run_1/clock_wires.png
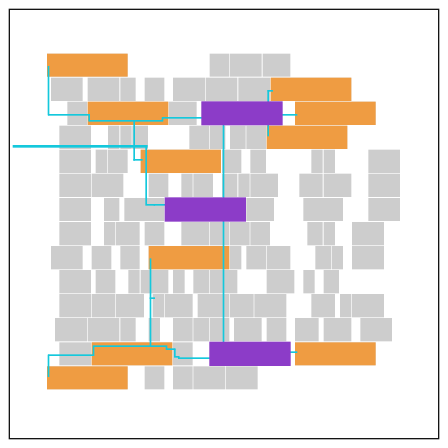
run_1/sizing.png
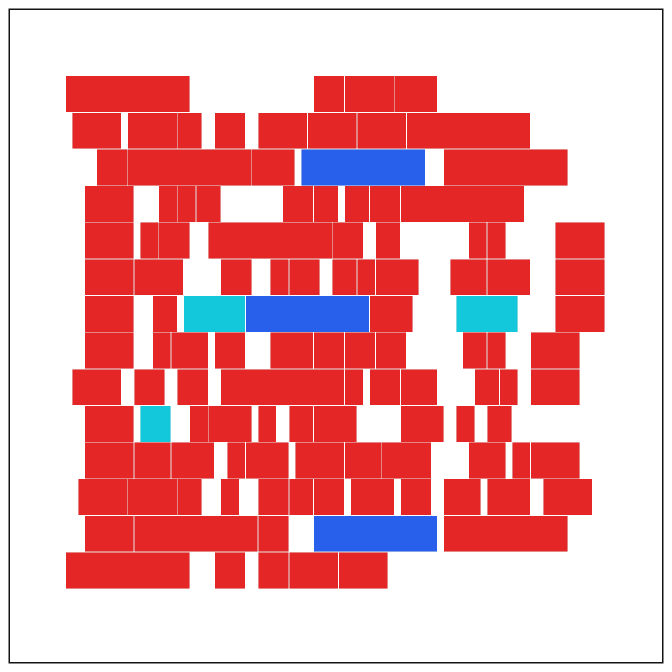
run_1/class_map.png
The bar under the picture is 10 um long.
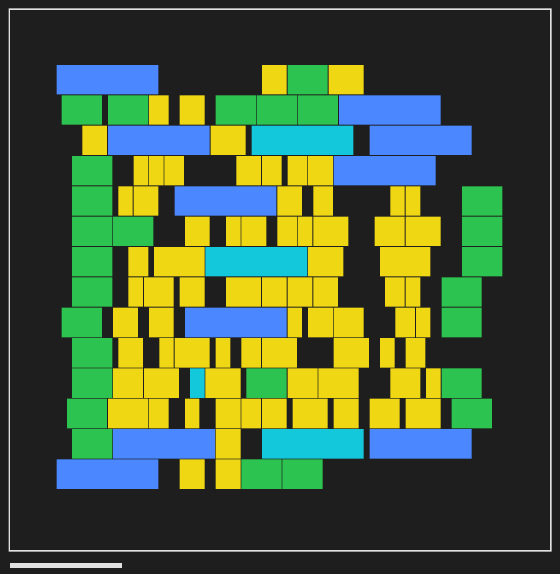
File: src/rtl/req_serial_encoder_pkg.sv
// Shared constants, FSM state type and helpers for the request serial encoder.
// Imported by the interface, the priority encoder user and the top level.
package req_serial_encoder_pkg;

  localparam int unsigned N = 8;
  localparam int unsigned W = $clog2(N);

  typedef enum logic [0:0] {
    StIdle,
    StBusy
  } state_e;

  // True when exactly one bit of v is set (v is a nonzero power of two).
  function automatic logic popcount_is_one(logic [N-1:0] v);
    return (v != '0) && ((v & (v - N'(1))) == '0);
  endfunction

endpackage

File: src/rtl/req_serial_encoder_if.sv
// Request and index handshake bundle for req_serial_encoder.
// The slave modport is the encoder; the master modport is its producer/consumer.
interface req_serial_encoder_if;
  import req_serial_encoder_pkg::*;

  logic [N-1:0] req;
  logic         req_valid;
  logic         req_ready;
  logic [W-1:0] out_idx;
  logic [N-1:0] out_onehot;
  logic         out_valid;
  logic         out_ready;
  logic         out_last;
  logic         zero_seen;

  modport slave (
    input  req,
    input  req_valid,
    output req_ready,
    output out_idx,
    output out_onehot,
    output out_valid,
    input  out_ready,
    output out_last,
    output zero_seen
  );

  modport master (
    output req,
    output req_valid,
    input  req_ready,
    input  out_idx,
    input  out_onehot,
    input  out_valid,
    output out_ready,
    input  out_last,
    input  zero_seen
  );

endinterface

File: src/rtl/req_serial_encoder_prio_enc_lsb.sv
// Combinational priority encoder: index of the lowest set bit plus an any-set flag.
// Parameterised so it can be reused for arbitration.
module prio_enc_lsb #(
  parameter int unsigned Width = 8,
  parameter int unsigned IdxW  = $clog2(Width)
) (
  input  logic [Width-1:0] vec_i,
  output logic [IdxW-1:0]  idx_o,
  output logic             any_o
);

  // Scan from the top down so the lowest set bit is the last one written.
  always_comb begin
    idx_o = '0;
    any_o = |vec_i;
    for (int i = Width - 1; i >= 0; i--) begin
      if (vec_i[i]) begin
        idx_o = IdxW'(i);
      end
    end
  end

endmodule

File: src/rtl/req_serial_encoder.sv
// Serialises a multi-hot request vector into binary indices, lowest first,
// one per output handshake; buffers one vector and supports a synchronous flush.
module req_serial_encoder
  import req_serial_encoder_pkg::*;
(
  input  logic                 clk,
  input  logic                 rst_n,
  input  logic                 clr,
  req_serial_encoder_if.slave  bus
);

  state_e       state_q;
  logic [N-1:0] mask_q;
  logic         zero_seen_q;

  logic [W-1:0] low_idx;
  logic         mask_any;
  logic [N-1:0] low_onehot;
  logic         busy;
  logic         last;

  prio_enc_lsb #(
    .Width (N),
    .IdxW  (W)
  ) u_prio_enc (
    .vec_i (mask_q),
    .idx_o (low_idx),
    .any_o (mask_any)
  );

  // Two's-complement isolation of the lowest set bit; zero when mask is empty.
  assign low_onehot = mask_q & (~mask_q + N'(1));
  assign busy       = (state_q == StBusy);
  assign last       = busy && popcount_is_one(mask_q);

  // Ready is held low while reset is asserted so every output reads zero.
  assign bus.req_ready  = (state_q == StIdle) && rst_n;
  assign bus.out_valid  = busy && mask_any;
  assign bus.out_idx    = low_idx;
  assign bus.out_onehot = low_onehot;
  assign bus.out_last   = last;
  assign bus.zero_seen  = zero_seen_q;

  always_ff @(posedge clk or negedge rst_n) begin
    if (!rst_n) begin
      state_q     <= StIdle;
      mask_q      <= '0;
      zero_seen_q <= 1'b0;
    end else begin
      zero_seen_q <= 1'b0;
      if (clr) begin
        state_q <= StIdle;
        mask_q  <= '0;
      end else begin
        unique case (state_q)
          StIdle: begin
            if (bus.req_valid) begin
              if (bus.req != '0) begin
                mask_q  <= bus.req;
                state_q <= StBusy;
              end else begin
                zero_seen_q <= 1'b1;
              end
            end
          end
          StBusy: begin
            if (bus.out_ready) begin
              mask_q <= mask_q & ~low_onehot;
              if (last) begin
                state_q <= StIdle;
              end
            end
          end
          default: begin
            state_q <= StIdle;
            mask_q  <= '0;
          end
        endcase
      end
    end
  end

endmodule

File: src/flat_wrapper.sv
// flat-port wrapper written by rule: the top's interface ports become plain ports
module req_serial_encoder_flat import req_serial_encoder_pkg::*;
  (clk, rst_n, clr, bus_req, bus_req_valid, bus_req_ready, bus_out_idx, bus_out_onehot, bus_out_valid, bus_out_ready, bus_out_last, bus_zero_seen);
  req_serial_encoder_if bus_i ();
  input  logic clk;
  input  logic rst_n;
  input  logic clr;
  input wire logic [$bits(bus_i.req)-1:0] bus_req;
  input wire logic [$bits(bus_i.req_valid)-1:0] bus_req_valid;
  output wire logic [$bits(bus_i.req_ready)-1:0] bus_req_ready;
  output wire logic [$bits(bus_i.out_idx)-1:0] bus_out_idx;
  output wire logic [$bits(bus_i.out_onehot)-1:0] bus_out_onehot;
  output wire logic [$bits(bus_i.out_valid)-1:0] bus_out_valid;
  input wire logic [$bits(bus_i.out_ready)-1:0] bus_out_ready;
  output wire logic [$bits(bus_i.out_last)-1:0] bus_out_last;
  output wire logic [$bits(bus_i.zero_seen)-1:0] bus_zero_seen;
  assign bus_i.req = bus_req;
  assign bus_i.req_valid = bus_req_valid;
  assign bus_req_ready = bus_i.req_ready;
  assign bus_out_idx = bus_i.out_idx;
  assign bus_out_onehot = bus_i.out_onehot;
  assign bus_out_valid = bus_i.out_valid;
  assign bus_i.out_ready = bus_out_ready;
  assign bus_out_last = bus_i.out_last;
  assign bus_zero_seen = bus_i.zero_seen;
  req_serial_encoder u_core (.clk(clk), .rst_n(rst_n), .clr(clr), .bus(bus_i));
endmodule
File: config.mk
export PLATFORM = sky130hd
export DESIGN_NAME = req_serial_encoder_flat
export DESIGN_NICKNAME = d
export VERILOG_FILES = /design/src/rtl/req_serial_encoder_pkg.sv /design/src/rtl/req_serial_encoder_if.sv /design/src/rtl/req_serial_encoder_prio_enc_lsb.sv /design/src/rtl/req_serial_encoder.sv /design/src/flat_wrapper.sv
export SDC_FILE = /design/constraint.sdc
export NUM_CORES = 1
export LEC_CHECK = 0
export CAP_MARGIN = 15
export CORE_MARGIN = 4
export CORE_UTILIZATION = 46
export CTS_BUF_LIST = sky130_fd_sc_hd__clkbuf_16
export CTS_CLUSTER_SIZE = 8
export DETAILED_ROUTE_END_ITERATION = 7
export PLACE_DENSITY = 0.83
export SLEW_MARGIN = 25
export SYNTH_ARGS = -nofsm -noshare
export SYNTH_HDL_FRONTEND = slang
export SYNTH_HIERARCHICAL = 1
export SYNTH_SLANG_ARGS = --single-unit
File: constraint.sdc
create_clock -name clk -period 4.3 [get_ports clk]
set_clock_uncertainty 0.1 [all_clocks]
set_input_delay 0.86 -clock clk [delete_from_list [all_inputs] [get_ports clk]]
set_output_delay 0.86 -clock clk [all_outputs]
set_load 0.005 [all_outputs]
==> out/results.ini, run 1 <==
[run_status]
status=finished, final reports clean

[detailed_routing]
dr.pass1.iters=5
drcViolationCount=0
wire_per_inst_um=16.3
wirelength_met1_um=1010
highest_layer=met3
drtIter0Drc=21

[logic_synthesis]
yosys-top-cells-count=dfrtp_1 (10), nor2_1 (8), a22o_1 (6), o21ai_0 (6)
synthTopLogicFamily=simple AND/OR/NAND/NOR gates
floorplan.nets=103
yosysWarningCount=6
yosysTopAreaCellShare_pct=33.3
yosys-stat-cells=90

[final_layout]
buffer_area_share_pct=24.6
combGateArea_um2=462
post-route-util_pct=72.2
buffers=27
clock_buffer_count=3

[clocking]
hold_buffers=0
cts_tree=yes
worstSkewPairLatency_ns=0.23
post_cts_buffers=0
clock-sinks=10
numCtsBuffers=3

[critical_path]
critical_path.top_delay_family=simple AND/OR/NAND/NOR gates
rrSetupSlack_ns=2.12
crit_chain=or4_1 -> o31a_1 -> a211o_1 -> and3_1 -> clkdlybuf4s50_1
cp-startpoint=u_core/mask_q[1]

[placement]
dp_hpwl_um=1600
place_area_mm2=0.00102

[worst_hold_path]
hold_path.startpoint=u_core/mask_q[3]
whs_path_depth=1

[floorplanning]
chip_area_mm2=0.00234
rows=14
n_tap_cell=16

[power_and_ir_drop]
pwr-share-seq_pct=30.1

[sta]
holdWs_ns=0.519
max_slew_margin_pct=54.9
period_used_pct=84.0
post-route-min-period_ns=3.61
fmax_mhz=277
setup_viol=0

[grt]
grtUsageMet3_pct=2.45
grt_max_degree=16
grt_overflow=0

[flow_run]
drv_cap=0

-- clock_wires.png (at the start) --
[flip-flops] orange | count: 10
[clock-net drivers] purple | count: 3
[clock wires] cyan | length: 139 um
routed clock nets	4
clock power share: 42.1%
P_clk: 0.164 mW

-- sizing.png (at the start) --
size	colour	cells	share
x6 and larger	blue	3	2.6%
x2	cyan	3	2.6%
x1 and smaller	red	111	95%

-- class_map.png (at the start) --
class	colour	cells	share of their area
remaining logic cells	yellow	76	44%
registers	blue	10	23%
clock drivers and dummy loads	cyan	4	7.3%
remaining buffers and delay cells	green	27	25%

==> run 2: changes to the inputs <==
CORE_UTILIZATION = 43   (was 46)
PLACE_DENSITY = 0.78   (was 0.83)
clock period = 3.4 ns   (was 4.3 ns; I/O delays follow)
run_2/sizing.png
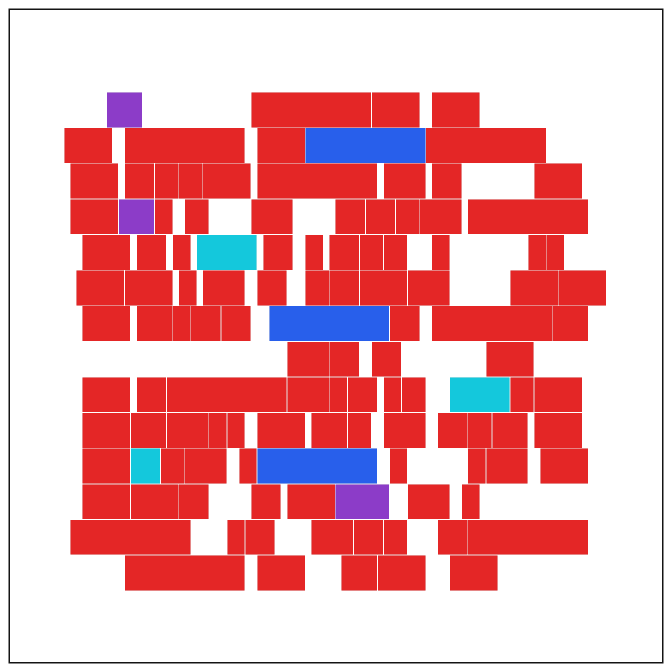
size	colour	cells	share
x3 and x4	purple	3	2.5%
x6 and larger	blue	3	2.5%
x2	cyan	3	2.5%
x1 and smaller	red	110	92%

run_2/m1.png
Supply wires on this layer in grey. Cells faint in the background.
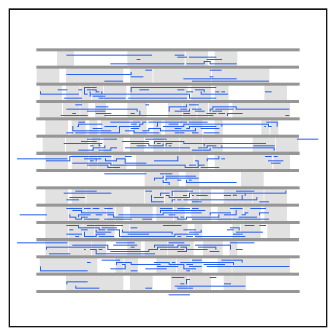
nets with wire on the layer	113
wire length on this layer	978 um
Post-Route WL: 2160 um
vias: 839
GR Util met1: 24.3%

==> run 2 against run 1 <==
Net effect:
- routed wire length decreased by 0.14%
- utilization decreased by 1.2 points
- critical endpoint unchanged
- synthesized area unchanged
- combinational power is 31% higher
- critical path type unchanged
- via count is 2.1% higher
- clock-buffer cell count is the same
==> out/results.ini, run 2 <==
[run_status]
status=finished, final reports clean  ; unchanged

[placement]
place_area_mm2=0.00104  ; was 0.00102 mm^2
dp_hpwl_um=1580  ; was 1600 um

[logic_synthesis]
yosys-stat-cells=90  ; unchanged
yosysWarningCount=6  ; unchanged
yosysTopAreaCellShare_pct=33.3  ; unchanged
yosys-top-cells-count=dfrtp_1 (10), nor2_1 (8), a22o_1 (6), o21ai_0 (6)  ; unchanged
floorplan.nets=103  ; unchanged

[power_and_ir_drop]
pwr-share-seq_pct=29.6  ; was 30.1%
pg_clk_mw=0.210  ; was 0.164 mW

[sta]
period_used_pct=96.9
max_slew_margin_pct=59.4  ; was 54.9%
fmax_mhz=304
holdWs_ns=0.488  ; was 0.519 ns
post-route-min-period_ns=3.29

[detailed_routing]
drcViolationCount=0  ; unchanged
wirelength_met1_um=977  ; was 1010 um
dr.pass1.iters=4  ; was 5
wire_per_inst_um=16.0  ; was 16.3 um

[critical_path]
crit_chain=or4_4 -> o31a_1 -> a211o_1 -> and3_1 -> clkdlybuf4s50_1  ; was or4_1 -> o31a_1 -> a211o_1 -> and3_1 -> clkdlybuf4s50_1
rrSetupSlack_ns=1.36  ; was 2.12 ns
cp-startpoint=u_core/mask_q[1]  ; unchanged

[grt]
grt_max_degree=16  ; unchanged
grtUsageMet3_pct=4.22  ; was 2.45%

[final_layout]
buffers=29  ; was 27
buffer_area_share_pct=25.5  ; was 24.6%
clock_buffer_count=3  ; unchanged

[floorplanning]
n_tap_cell=16  ; unchanged
rows=14  ; unchanged

[clocking]
clock-sinks=10  ; unchanged
cts_tree=yes  ; unchanged

[worst_hold_path]
hold_path.startpoint=u_core/mask_q[3]  ; unchanged
whs_path_depth=1  ; unchanged

Power and IR drop assume default switching activity.
